run_1/m1.png
The bar under the picture is 10 um long. Supply wires on this layer in gray. Cells faint in the background.
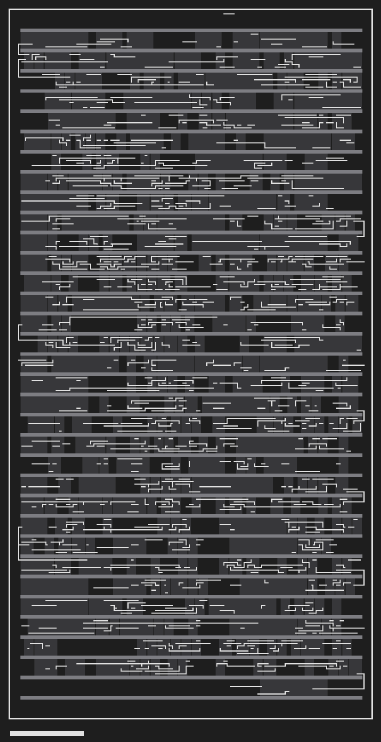
run_1/sizing.png
The bar under the picture is 10 um long.
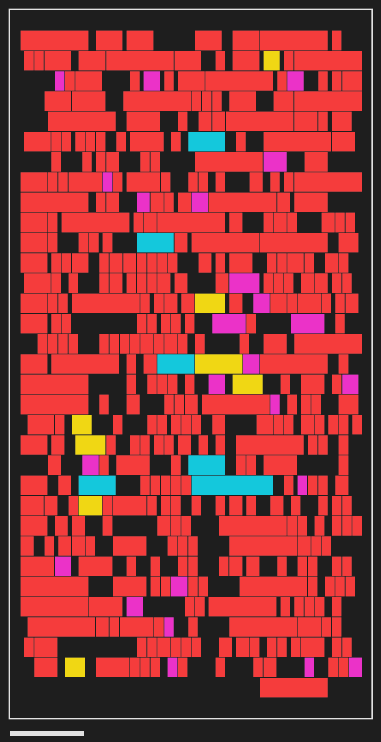
run_1/layers.png
Two of the layers only.
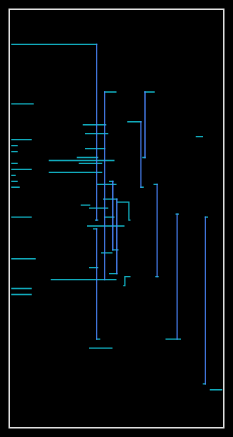
run_1/m2.png
The bar under the picture is 10 um long. Cells faint in the background.
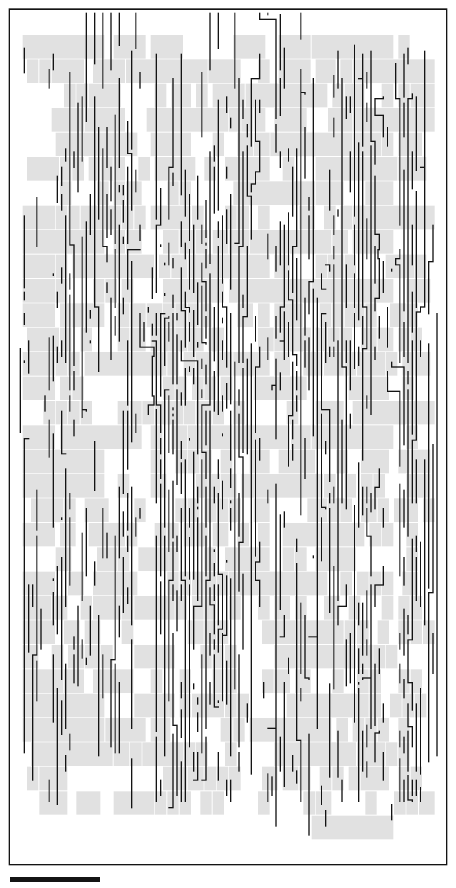
===== src/rtl/demo_pkg.sv =====
`default_nettype none
// ============================================================================
// Module      : demo_pkg
// Description : Shared types and constants for the demo scene sequencer.
// Revision    : 1.0 - initial release
// ============================================================================
package demo_pkg;

    localparam int c_MODE_W  = 4;
    localparam int c_COLOR_W = 6;
    localparam int c_DUR_W   = 8;
    localparam int SCENE_W   = c_DUR_W + c_COLOR_W + 2 + c_MODE_W;

    // Field order fixes the bit positions: mode[3:0], loop_en[4], sprite_sel[5],
    // color[11:6], dur[19:12].
    typedef struct packed {
        logic [c_DUR_W-1:0]   dur;
        logic [c_COLOR_W-1:0] color;
        logic                 sprite_sel;
        logic                 loop_en;
        logic [c_MODE_W-1:0]  mode;
    } scene_t;

    localparam logic [2:0] c_PH_R = 3'b100;
    localparam logic [2:0] c_PH_G = 3'b010;
    localparam logic [2:0] c_PH_B = 3'b001;

    localparam int                 c_STATE_W = 2;
    localparam logic [c_STATE_W-1:0] c_ST_HOLD = 2'd0;
    localparam logic [c_STATE_W-1:0] c_ST_WR_R = 2'd1;
    localparam logic [c_STATE_W-1:0] c_ST_WR_G = 2'd2;
    localparam logic [c_STATE_W-1:0] c_ST_WR_B = 2'd3;

    function automatic logic [7:0] wr_code(input logic [2:0] phase, input logic [1:0] val);
        return {phase, 3'b000, val};
    endfunction

    function automatic logic [7:0] steady_code(input logic sprite_sel, input logic loop_en,
                                               input logic [c_MODE_W-1:0] mode);
        return {2'b00, sprite_sel, loop_en, mode};
    endfunction

endpackage
`default_nettype wire


===== src/rtl/demo_sequencer_if.sv =====
`default_nettype none
// ============================================================================
// Module      : demo_sequencer_if
// Description : User-input and colour-stage control bundle of the sequencer.
// Revision    : 1.0 - initial release
// ============================================================================
interface demo_sequencer_if;
    logic       frame_start;
    logic       manual_en;
    logic [7:0] manual_ctrl;
    logic       pause;
    logic       step;
    logic [7:0] vga_control;
    logic [3:0] scene_idx;
    logic       busy;

    modport master (
        output frame_start, manual_en, manual_ctrl, pause, step,
        input  vga_control, scene_idx, busy
    );

    modport slave (
        input  frame_start, manual_en, manual_ctrl, pause, step,
        output vga_control, scene_idx, busy
    );
endinterface
`default_nettype wire


===== src/rtl/scene_rom.sv =====
`default_nettype none
// ============================================================================
// Module      : scene_rom
// Description : Fixed 16-entry scene script, combinational lookup.
// Revision    : 1.0 - initial release
// ============================================================================
module scene_rom
    import demo_pkg::*;
(
    input  logic [3:0] i_idx,
    output scene_t     o_scene
);
    logic [SCENE_W-1:0] w_word;

    // Entries with sprite_sel=1 keep color[1:0]==mode[1:0] so the aliased
    // steady code rewrites blue with the value it already holds.
    always_comb begin
        w_word = '0;
        case (i_idx)
            4'd0:  w_word = 20'h02D01;
            4'd1:  w_word = 20'h01BA6;
            4'd2:  w_word = 20'h033DA;
            4'd3:  w_word = 20'h04FC2;
            4'd4:  w_word = 20'h02475;
            4'd5:  w_word = 20'h01803;
            4'd6:  w_word = 20'h05317;
            4'd7:  w_word = 20'h00AAE;
            4'd8:  w_word = 20'h03544;
            4'd9:  w_word = 20'h02C08;
            4'd10: w_word = 20'h010EF;
            4'd11: w_word = 20'h066D9;
            4'd12: w_word = 20'h021CB;
            4'd13: w_word = 20'h04E0C;
            4'd14: w_word = 20'h0191D;
            4'd15: w_word = 20'hFFF20;
            default: w_word = '0;
        endcase
    end

    assign o_scene = w_word;

endmodule
`default_nettype wire


===== src/rtl/demo_sequencer.sv =====
`default_nettype none
// ============================================================================
// Module      : demo_sequencer
// Description : Frame-synchronous scene scheduler driving the vga_control word.
// Revision    : 1.0 - initial release
// ============================================================================
module demo_sequencer
    import demo_pkg::*;
#(
    parameter int NUM_SCENES = 8
) (
    input  logic            clk,
    input  logic            rst_n,
    demo_sequencer_if.slave bus
);
    localparam logic [3:0] c_LAST_IDX = 4'(NUM_SCENES - 1);

    logic [c_STATE_W-1:0] r_state;
    logic [7:0]           r_frame_cnt;
    logic [7:0]           r_dur;
    logic [7:0]           r_vga_control;
    logic [3:0]           r_scene_idx;
    logic                 r_step_pend;
    logic                 r_reload_pend;
    logic                 r_loaded;
    logic                 r_manual_q;
    logic                 r_busy;

    logic [3:0] w_next_idx;
    logic [3:0] w_rom_idx;
    scene_t     w_scene;
    logic [7:0] w_dur_last;
    logic       w_fs_hold;
    logic       w_manual_fall;
    logic       w_first_load;
    logic       w_step_adv;
    logic       w_expire_adv;
    logic       w_advance;
    logic       w_reload;
    logic       w_load;
    logic       w_count;

    assign w_next_idx    = (r_scene_idx == c_LAST_IDX) ? 4'd0 : r_scene_idx + 4'd1;
    // On an advance the ROM already looks at the next scene so the red write
    // leaves on the load edge; otherwise it tracks the current scene.
    assign w_rom_idx     = w_advance ? w_next_idx : r_scene_idx;
    assign w_dur_last    = r_dur - 8'd1;

    assign w_fs_hold     = bus.frame_start & (r_state == c_ST_HOLD) & ~bus.manual_en;
    assign w_manual_fall = r_manual_q & ~bus.manual_en;
    assign w_first_load  = w_fs_hold & ~r_loaded;
    assign w_step_adv    = w_fs_hold & r_loaded & bus.pause & (r_step_pend | bus.step);
    assign w_expire_adv  = w_fs_hold & r_loaded & ~bus.pause & (r_frame_cnt == w_dur_last);
    assign w_advance     = w_step_adv | w_expire_adv;
    assign w_reload      = w_fs_hold & r_loaded & ~w_advance & (r_reload_pend | w_manual_fall);
    assign w_load        = w_first_load | w_advance | w_reload;
    assign w_count       = w_fs_hold & r_loaded & ~bus.pause & ~w_load;

    scene_rom u_scene_rom (
        .i_idx   (w_rom_idx),
        .o_scene (w_scene)
    );

    always_ff @(posedge clk or negedge rst_n) begin
        if (!rst_n) begin
            r_state       <= c_ST_HOLD;
            r_frame_cnt   <= 8'd0;
            r_dur         <= 8'd0;
            r_vga_control <= 8'h00;
            r_scene_idx   <= 4'd0;
            r_step_pend   <= 1'b0;
            r_reload_pend <= 1'b0;
            r_loaded      <= 1'b0;
            r_manual_q    <= 1'b0;
            r_busy        <= 1'b0;
        end else begin
            r_manual_q <= bus.manual_en;
            if (bus.manual_en) begin
                r_state       <= c_ST_HOLD;
                r_busy        <= 1'b0;
                r_vga_control <= bus.manual_ctrl;
            end else begin
                if (w_advance || !bus.pause) begin
                    r_step_pend <= 1'b0;
                end else if (bus.step) begin
                    r_step_pend <= 1'b1;
                end

                if (w_load) begin
                    r_reload_pend <= 1'b0;
                end else if (w_manual_fall) begin
                    r_reload_pend <= 1'b1;
                end

                if (w_load) begin
                    r_frame_cnt <= 8'd0;
                    r_dur       <= w_scene.dur;
                end else if (w_count) begin
                    r_frame_cnt <= r_frame_cnt + 8'd1;
                end

                if (w_advance) begin
                    r_scene_idx <= w_next_idx;
                end
                if (w_first_load) begin
                    r_loaded <= 1'b1;
                end

                case (r_state)
                    c_ST_HOLD: begin
                        if (w_load) begin
                            r_state       <= c_ST_WR_R;
                            r_busy        <= 1'b1;
                            r_vga_control <= wr_code(c_PH_R, w_scene.color[5:4]);
                        end
                    end
                    c_ST_WR_R: begin
                        r_state       <= c_ST_WR_G;
                        r_vga_control <= wr_code(c_PH_G, w_scene.color[3:2]);
                    end
                    c_ST_WR_G: begin
                        r_state       <= c_ST_WR_B;
                        r_vga_control <= wr_code(c_PH_B, w_scene.color[1:0]);
                    end
                    default: begin
                        r_state       <= c_ST_HOLD;
                        r_busy        <= 1'b0;
                        r_vga_control <= steady_code(w_scene.sprite_sel, w_scene.loop_en,
                                                     w_scene.mode);
                    end
                endcase
            end
        end
    end

    assign bus.vga_control = r_vga_control;
    assign bus.scene_idx   = r_scene_idx;
    assign bus.busy        = r_busy;

endmodule
`default_nettype wire


===== src/flat_wrapper.sv =====
// flat-port wrapper written by rule: the top's interface ports become plain ports
module demo_sequencer_flat import demo_pkg::*;
#(
    parameter int NUM_SCENES = 8
)
  (clk, rst_n, bus_frame_start, bus_manual_en, bus_manual_ctrl, bus_pause, bus_step, bus_vga_control, bus_scene_idx, bus_busy);
  demo_sequencer_if bus_i ();
  input  logic clk;
  input  logic rst_n;
  input wire logic [$bits(bus_i.frame_start)-1:0] bus_frame_start;
  input wire logic [$bits(bus_i.manual_en)-1:0] bus_manual_en;
  input wire logic [$bits(bus_i.manual_ctrl)-1:0] bus_manual_ctrl;
  input wire logic [$bits(bus_i.pause)-1:0] bus_pause;
  input wire logic [$bits(bus_i.step)-1:0] bus_step;
  output wire logic [$bits(bus_i.vga_control)-1:0] bus_vga_control;
  output wire logic [$bits(bus_i.scene_idx)-1:0] bus_scene_idx;
  output wire logic [$bits(bus_i.busy)-1:0] bus_busy;
  assign bus_i.frame_start = bus_frame_start;
  assign bus_i.manual_en = bus_manual_en;
  assign bus_i.manual_ctrl = bus_manual_ctrl;
  assign bus_i.pause = bus_pause;
  assign bus_i.step = bus_step;
  assign bus_vga_control = bus_i.vga_control;
  assign bus_scene_idx = bus_i.scene_idx;
  assign bus_busy = bus_i.busy;
  demo_sequencer #(.NUM_SCENES(NUM_SCENES)) u_core (.clk(clk), .rst_n(rst_n), .bus(bus_i));
endmodule

===== config.mk =====
export PLATFORM = sky130hd
export DESIGN_NAME = demo_sequencer_flat
export DESIGN_NICKNAME = d
export VERILOG_FILES = /design/src/rtl/demo_pkg.sv /design/src/rtl/demo_sequencer_if.sv /design/src/rtl/scene_rom.sv /design/src/rtl/demo_sequencer.sv /design/src/flat_wrapper.sv
export SDC_FILE = /design/constraint.sdc
export NUM_CORES = 1
export LEC_CHECK = 0
export ABC_AREA = 1
export CAP_MARGIN = 20
export CORE_ASPECT_RATIO = 2
export CORE_UTILIZATION = 62
export DETAILED_ROUTE_END_ITERATION = 16
export HOLD_SLACK_MARGIN = 0.1
export PLACE_DENSITY_LB_ADDON = 0.08
export SLEW_MARGIN = 20
export SYNTH_ARGS = -nofsm -noshare
export SYNTH_HDL_FRONTEND = slang
export SYNTH_HIERARCHICAL = 1
export SYNTH_SLANG_ARGS = --single-unit

===== constraint.sdc =====
create_clock -name clk -period 9.6 [get_ports clk]
set_input_delay 1.44 -clock clk [delete_from_list [all_inputs] [get_ports clk]]
set_output_delay 1.44 -clock clk [all_outputs]
set_load 0.02 [all_outputs]

==> results_slide.txt, run 1 <==
Run Summary

Die
  – Die outline width: 48.6 um
  – Standard-cell rows: 33

Cells and area
  – Post-layout net count: between 400 and 500
  – Non-clock buffers, area share: 8.91%
  – Area occupied by multi-input gates: approximately 1500 um2
  – Number of antenna diodes: 0
  – Count of buffers not belonging to the clock network in the layout: 28
  – Number of multi-input combinational cells: 308

Yosys
  – Number of synthesized flops with an enable pin: 0
  – Biggest area consumer among synthesized cells: dfrtp_1
  – Top_reg_cell synth: dfrtp_1
  – Number of warning messages in the yosys log: 6

Setup path
  – Levels on crit path: 21
  – Cell type with the highest occurrence count on the critical path: nand2_1
  – Worst path bufs/invs: 2
  – Cell at the slowest stage of the critical path: clkdlybuf4s50_1

Placed design
  – Count of buffers inserted at the top-level ports: 26
  – Instance count after placement with tap cells included: approximately 470

Power
  – Portion of total power attributed to combinational logic: approximately 62%
  – Worst IR drop on VDD: 0.000265 V
  – Flop+latch power: 0.000238 W
  – Proportion of power drawn by the clock network: 13.5%
  – Internal cell power: 0.000488 W
  – Sw power: 0.000485 W
  – Sw Share: 49.8%

Flow run
  – Number of warning messages in the logs: 37

Final timing
  – Count of final setup violators: 0

Drt
  – First DRT Iteration DRCs: 78
  – Number of design rule violations left after detail routing: 0

CTS
  – CTS Hold Bufs: 0
  – Clk ins delay skew pair: 0.29 ns
  – CTS tree: done

Run status
  – Run status: completed
Back to the opening pictures, m1.png:
main direction: horizontal
longest straight run: 23.5 um

Back to the opening pictures, sizing.png:
legend:
  magenta:
    size: x2
    cells: 24
  yellow:
    size: x3 and x4
    cells: 8
  cyan:
    size: x6 and larger
    cells: 6
  red:
    size: x1 and smaller
    cells: 383

Back to the opening pictures, layers.png:
legend:
  cyan:
    layer: M3
    wire_length: 189 um
  blue:
    layer: M4
    wire_length: 258 um

Back to the opening pictures, m2.png:
wire length on this layer: 3530 um
share of all routed wire: 57%
longest straight run: 49.6 um

## run 1: per-stage QoR
stage | util, % | hold slack [ns] | cell area [um2] | worst slack [ns]
after floorplan | - | 0.460 | 2690 | 5.57
after global placement | 70.7 | 0.456 | 2920 | 4.39
after detailed placement | 70.7 | 0.459 | 2920 | 4.28
after CTS | 73.5 | 0.478 | 3030 | 4.59
after global routing | 73.5 | 0.505 | 3030 | 4.23
final | 73.5 | 0.479 | 3030 | 4.68
## run 1: cells by family (layout without fill, tap and decap cells)
| kind of cell | count (synthesis) | in the layout | share of synthesized area (%) |
|---|---|---|---|
| DFF | 35 | 35 | 32.5 |
| adders and majority gates | 16 | 16 | 7.43 |
| xor gates and xnor gates | 11 | 11 | 3.58 |
| and+or+nand+nor | 251 | 251 | 40.6 |
| AOI/OAI and AO/OA | 30 | 30 | 5.90 |
| buffers and inverters | 55 | 78 | 9.99 |
## run 1: metal layers
metal  wire length (um)  track usage [%]  vias up
li1                   -                -     1272
met3                188             2.71       22
met5                  0                0        -
met1               2230             28.1     1172
met2               3530             59.6       71
met4                258             16.4        0
## run 1: layout by cell type, fill, tap and decap left out, drive strengths merged
master | netlist | routed
nand2 | 177 | 177
inv | 42 | 42
dfrtp | 35 | 35
nor2 | 32 | 32
nand3 | 29 | 29
clkdlybuf4s50 | 0 | 25
o21ai | 22 | 22
ha | 16 | 16
xor2 | 9 | 9
nand3b | 6 | 6
a21oi | 6 | 6
clkbuf | 2 | 5
nand4 | 3 | 3
buf | 11 | 3
xnor2 | 2 | 2
clkinv | 0 | 2
or2 | 2 | 2
bufinv | 0 | 1
o2111ai | 1 | 1
nor3b | 1 | 1
a31oi | 1 | 1
nor3 | 1 | 1
==> run 2, diff against run 1 <==
--- a/config.mk
+++ b/config.mk
@@ -8,7 +8,7 @@
 export ABC_AREA = 1
 export CAP_MARGIN = 20
 export CORE_ASPECT_RATIO = 2
-export CORE_UTILIZATION = 62
+export CORE_UTILIZATION = 52
 export DETAILED_ROUTE_END_ITERATION = 16
 export HOLD_SLACK_MARGIN = 0.1
 export PLACE_DENSITY_LB_ADDON = 0.08
==> constraint.sdc (replaced) <==
create_clock -name clk -period 4.4 [get_ports clk]
set_input_delay 0.66 -clock clk [delete_from_list [all_inputs] [get_ports clk]]
set_output_delay 0.66 -clock clk [all_outputs]
set_load 0.02 [all_outputs]
==> run 2 against run 1 <==
  * Global-route usage fell by 2.6 points
  * Largest power group unchanged
  * Synthesized cell count did not move
  * Worst hold slack got worse by 0.025 ns
  * Largest cell class unchanged
  * Critical path depth rose by 4
  * Critical path type is now reg -> reg
==> results_slide.txt, run 2 <==
Run Summary

Cells and area
  – Utilization after layout: 62.4% (was 73.5%)
  – Post-layout net count: 453 (was 450)
  – Commonest Layout Cell: nand2_1 (unchanged)

Power
  – Portion of total power attributed to combinational logic: 61.8% (was 62.0%)
  – Internal cell power: 0.00108 W (was 0.000488 W)
  – Flop+latch power: 0.000523 W (was 0.000238 W)
  – Worst IR drop on VDD: 0.000456 V (was 0.000265 V)

Yosys
  – Basic Gates by Area: 40.6% (unchanged)
  – Post-Synth AOI/OAI Area: 5.90% (unchanged)
  – Biggest area consumer among synthesized cells: dfrtp_1 (unchanged)
  – Xor and xnor area share after synthesis: 3.58% (unchanged)
  – Main kind of combinational logic by area: simple AND/OR/NAND/NOR gates (unchanged)
  – Top_reg_cell synth: dfrtp_1 (unchanged)
  – Mux area share: 0% (unchanged)

CTS
  – CTS tree: done (unchanged)
  – CTS Hold Bufs: 0 (unchanged)
  – Clk ins delay skew pair: 0.29 ns (about the same)

Die
  – Die outline width: 52.9 um (was 48.6 um)
  – Standard-cell rows: 36 (was 33)

Final timing
  – Count of final setup violators: 0 (unchanged)

Global route
  – Pin count of the biggest net entering global routing: 36 (unchanged)

Drt
  – First DRT Iteration DRCs: 48 (was 78)

Run status
  – Run status: completed (unchanged)

Flow run
  – Number of warning messages in the logs: 37 (unchanged)
run 2: cell counts after synthesis:
Identical to the previous run, type by type.
run 2: worst max-delay path, stage by stage, from the launching register on:
cell	delay, ns
dfrtp_1	0.44
inv_1	0.13
ha_1	0.27
nand2_2	0.10
nor2_4	0.12
nand3b_2	0.11
nor2_1	0.12
nand2_1	0.07
nor2_2	0.15
nand2_4	0.09
nand2_2	0.17
nand3_1	0.11
o21ai_0	0.09
buf_4	0.18
inv_1	0.12
ha_1	0.24
nand2_1	0.16
nand2_1	0.10
nand2_1	0.06
nand2_1	0.07
a21oi_1	0.14
nand3_1	0.08
o21ai_0	0.08
o21ai_0	0.10
nand2_1	0.07
nand2_1	0.06
run 2: metal layers:
metal / wire length [um] / up-vias / part of all wire [%] / global-route usage (%)
met4: 172 / 0 / 2.6 / 10.7
met3: 117 / 14 / 1.8 / 3.08
met5: 0 / - / 0 / 0
met1: 2430 / 1130 / 37 / 25.6
li1: - / 1274 / - / -
met2: 3900 / 38 / 59 / 52.8
run 2: final cells by class:
type	count	area, um2
flip-flops and latches	35	876
well taps	57	71.3
clock inverters	3	43.8
inverters	42	160
multi-input cells	308	1550
repair buffers	31	293
clock buffers	5	68.8
fillers	468	1850
run 2: cells by family after synthesis:
| logic type | Yosys count |
|---|---|
| compound gates | 30 |
| xor+xnor | 11 |
| fa+ha+maj | 16 |
| buf+inv | 55 |
| flops | 35 |
| simple gates | 251 |
run 2: through the flow:
stage | hold WS (ns) | setup WS, ns | cell area [um2] | cells
global route | 0.513 | 0.521 | 3060 | 481
CTS | 0.487 | 0.913 | 3060 | 481
floorplan | 0.364 | 1.07 | 2690 | 398
finish | 0.455 | 0.884 | 3060 | 481
global placement | 0.457 | 0.728 | 2950 | 473
detailed placement | 0.463 | 0.628 | 2950 | 473
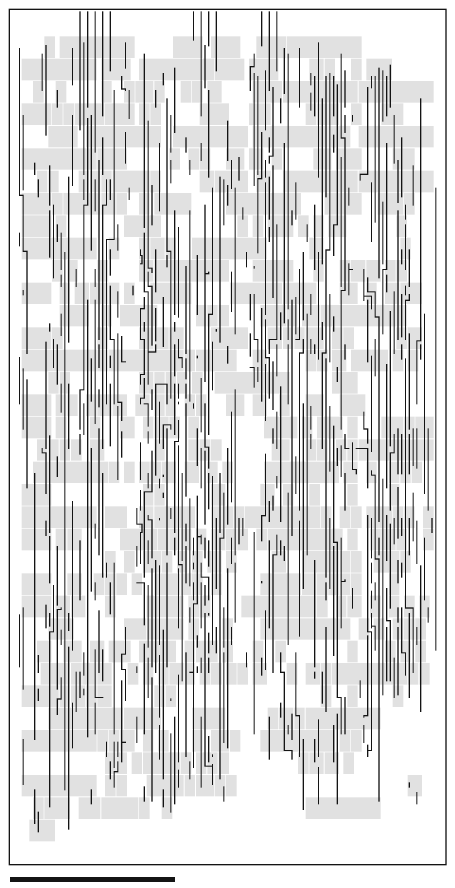
run_2/m2.png
The bar under the picture is 20 um long. Cells faint in the background.
nets with wire on the layer: 344
longest straight run: 65.3 um

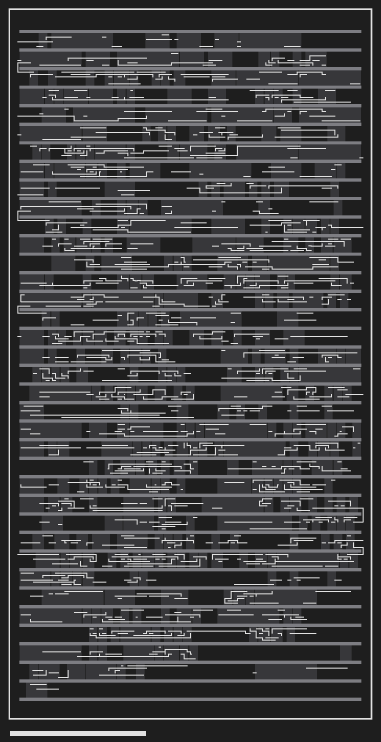
run_2/m1.png
The bar under the picture is 20 um long. Supply wires on this layer in gray. Cells faint in the background.
wire length on this layer: 2430 um
nets with wire on the layer: 394
share of all routed wire: 37%
longest straight run: 25.8 um
main direction: horizontal

==> run 3, diff against run 2 <==
--- a/config.mk
+++ b/config.mk
@@ -8,7 +8,7 @@
 export ABC_AREA = 1
 export CAP_MARGIN = 20
 export CORE_ASPECT_RATIO = 2
-export CORE_UTILIZATION = 52
+export CORE_UTILIZATION = 58
 export DETAILED_ROUTE_END_ITERATION = 16
 export HOLD_SLACK_MARGIN = 0.1
 export PLACE_DENSITY_LB_ADDON = 0.08
==> constraint.sdc (replaced) <==
create_clock -name clk -period 3.5 [get_ports clk]
set_input_delay 0.525 -clock clk [delete_from_list [all_inputs] [get_ports clk]]
set_output_delay 0.525 -clock clk [all_outputs]
set_load 0.02 [all_outputs]
==> run 3 against run 2 <==
  * Core utilization up 9.2 points
  * Maximum frequency is 9.3% higher
  * Via count is 4.0% higher
  * Combinational power grew 35%
  * Critical path type unchanged
  * Highest routed layer unchanged
==> results_slide.txt, run 3 <==
Run Summary

Cells and area
  – Number of non-filler instances in the completed layout: 483 (was 481)
  – Number of antenna diodes: 0 (unchanged)
  – Post-layout net count: 458 (was 453)
  – Combined flip-flop and latch cell area: 877 um2 (was 876 um2)
  – Area occupied by multi-input gates: 1580 um2 (was 1550 um2)

Power
  – Sw power: 0.00138 W (was 0.00107 W)
  – Proportion of power drawn by the clock network: 12.0% (was 13.8%)
  – Sw Share: 49.9% (was 49.8%)

Global route
  – Pin count of the biggest net entering global routing: 36 (unchanged)
  – Global route hottest layer: met2 (unchanged)
  – Met3 track utilization from global routing: 4.36% (was 3.08%)

Setup path
  – Cell type with the highest occurrence count on the critical path: nand2_1 (unchanged)
  – Levels on crit path: 25 (unchanged)
  – Dominant delay contributor by cell family on the critical path: simple AND/OR/NAND/NOR gates (unchanged)
  – Worst path bufs/invs: 4 (was 3)
  – Cell at the slowest stage of the critical path: dfrtp_2 (was dfrtp_1)

Yosys
  – Post-Synth AOI/OAI Area: 5.90% (unchanged)
  – Number of synthesized flops with an enable pin: 0 (unchanged)
  – Number of warning messages in the yosys log: 6 (unchanged)
  – Mux area share: 0% (unchanged)

CTS
  – Clk ins delay skew pair: 0.29 ns (about the same)
  – CTS Hold Bufs: 0 (unchanged)

Placed design
  – Instance count after placement with tap cells included: 474 (was 473)

Die
  – Standard-cell rows: 34 (was 36)
  – Die outline width: 50.2 um (was 52.9 um)

Flow run
  – Number of warning messages in the logs: 37 (unchanged)

Run status
  – Run status: completed (unchanged)

Final timing
  – Count of final setup violators: 0 (unchanged)

Drt
  – First DRT Iteration DRCs: 99 (was 48)
## run 3: netlist changes by cell type in the layout (fill, tap and decap cells not counted), moves of 2 or more
cell,before,now
buf_4,5,9
inv_1,34,30
inv_2,7,11
clkbuf_8,5,7
ha_1,16,14
ha_4,0,2
o21ai_0,13,11
o21ai_1,9,11
## run 3: timing repair
item,CTS,global route
setup endpoints to repair,0,5
setup buffers,0,1
gates resized,0,12
## run 3: power by group through the flow
stage	clock, W	sequential [W]	combinational (W)
after floorplan	0	0.000710	0.00118
after global placement	0	0.000658	0.00167
after detailed placement	0	0.000660	0.00170
after CTS	0.000340	0.000655	0.00171
after global routing	0.000351	0.000673	0.00201
final	0.000333	0.000657	0.00178
## run 3: cell families after synthesis
| family | count (synthesis) |
|---|---|
| buffers and inverters | 55 |
| flip-flops | 35 |
| XOR/XNOR | 11 |
| AND/OR/NAND/NOR | 251 |
| adder cells (fa/ha/maj) | 16 |
| AND-OR/OR-AND | 30 |
## run 3: area by class of cell
cell class,instances,area share [%]
clock buffers,7,3.07
clock inverters,1,0.239
inverters,42,5.11
multi-input cells,308,50.5
flip-flops and latches,35,28.0
well taps,54,2.15
repair buffers,36,10.9
## run 3: stage by stage
stage | util, % | hold WS, ns | area [um2]
floorplan | - | 0.229 | 2690
global placement | 68.2 | 0.457 | 2990
detailed placement | 68.2 | 0.463 | 2990
CTS | 70.6 | 0.345 | 3090
global route | 71.6 | 0.377 | 3140
finish | 71.6 | 0.319 | 3140
## run 3: layer usage
metal | wire length [um] | vias up
li1 | - | 1292
met1 | 2320 | 1172
met2 | 3850 | 69
met3 | 237 | 21
met4 | 237 | 0
met5 | 0 | -
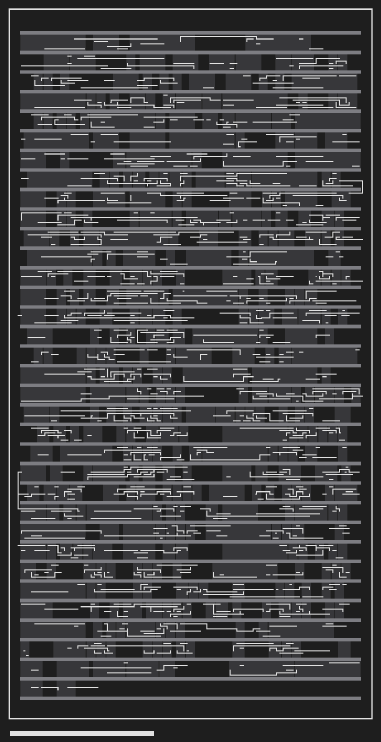
run_3/m1.png
The bar under the picture is 20 um long. Supply wires on this layer in gray. Cells faint in the background.
share of all routed wire: 35%
main direction: horizontal

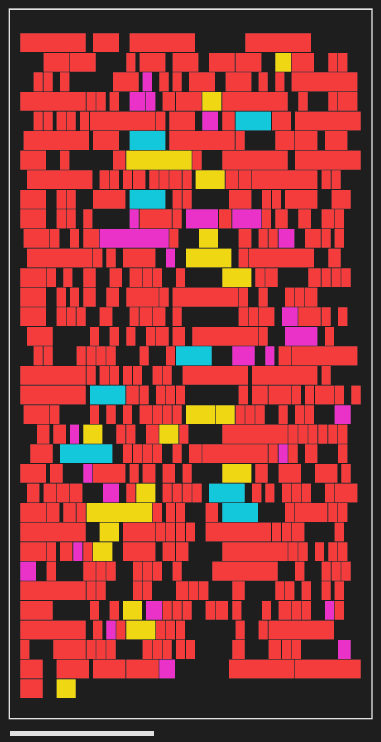
run_3/sizing.png
The bar under the picture is 20 um long.
legend:
  yellow:
    size: x3 and x4
    cells: 19
  red:
    size: x1 and smaller
    cells: 376
  magenta:
    size: x2
    cells: 26
  cyan:
    size: x6 and larger
    cells: 8

Power is estimated from default activity; no workload was simulated.
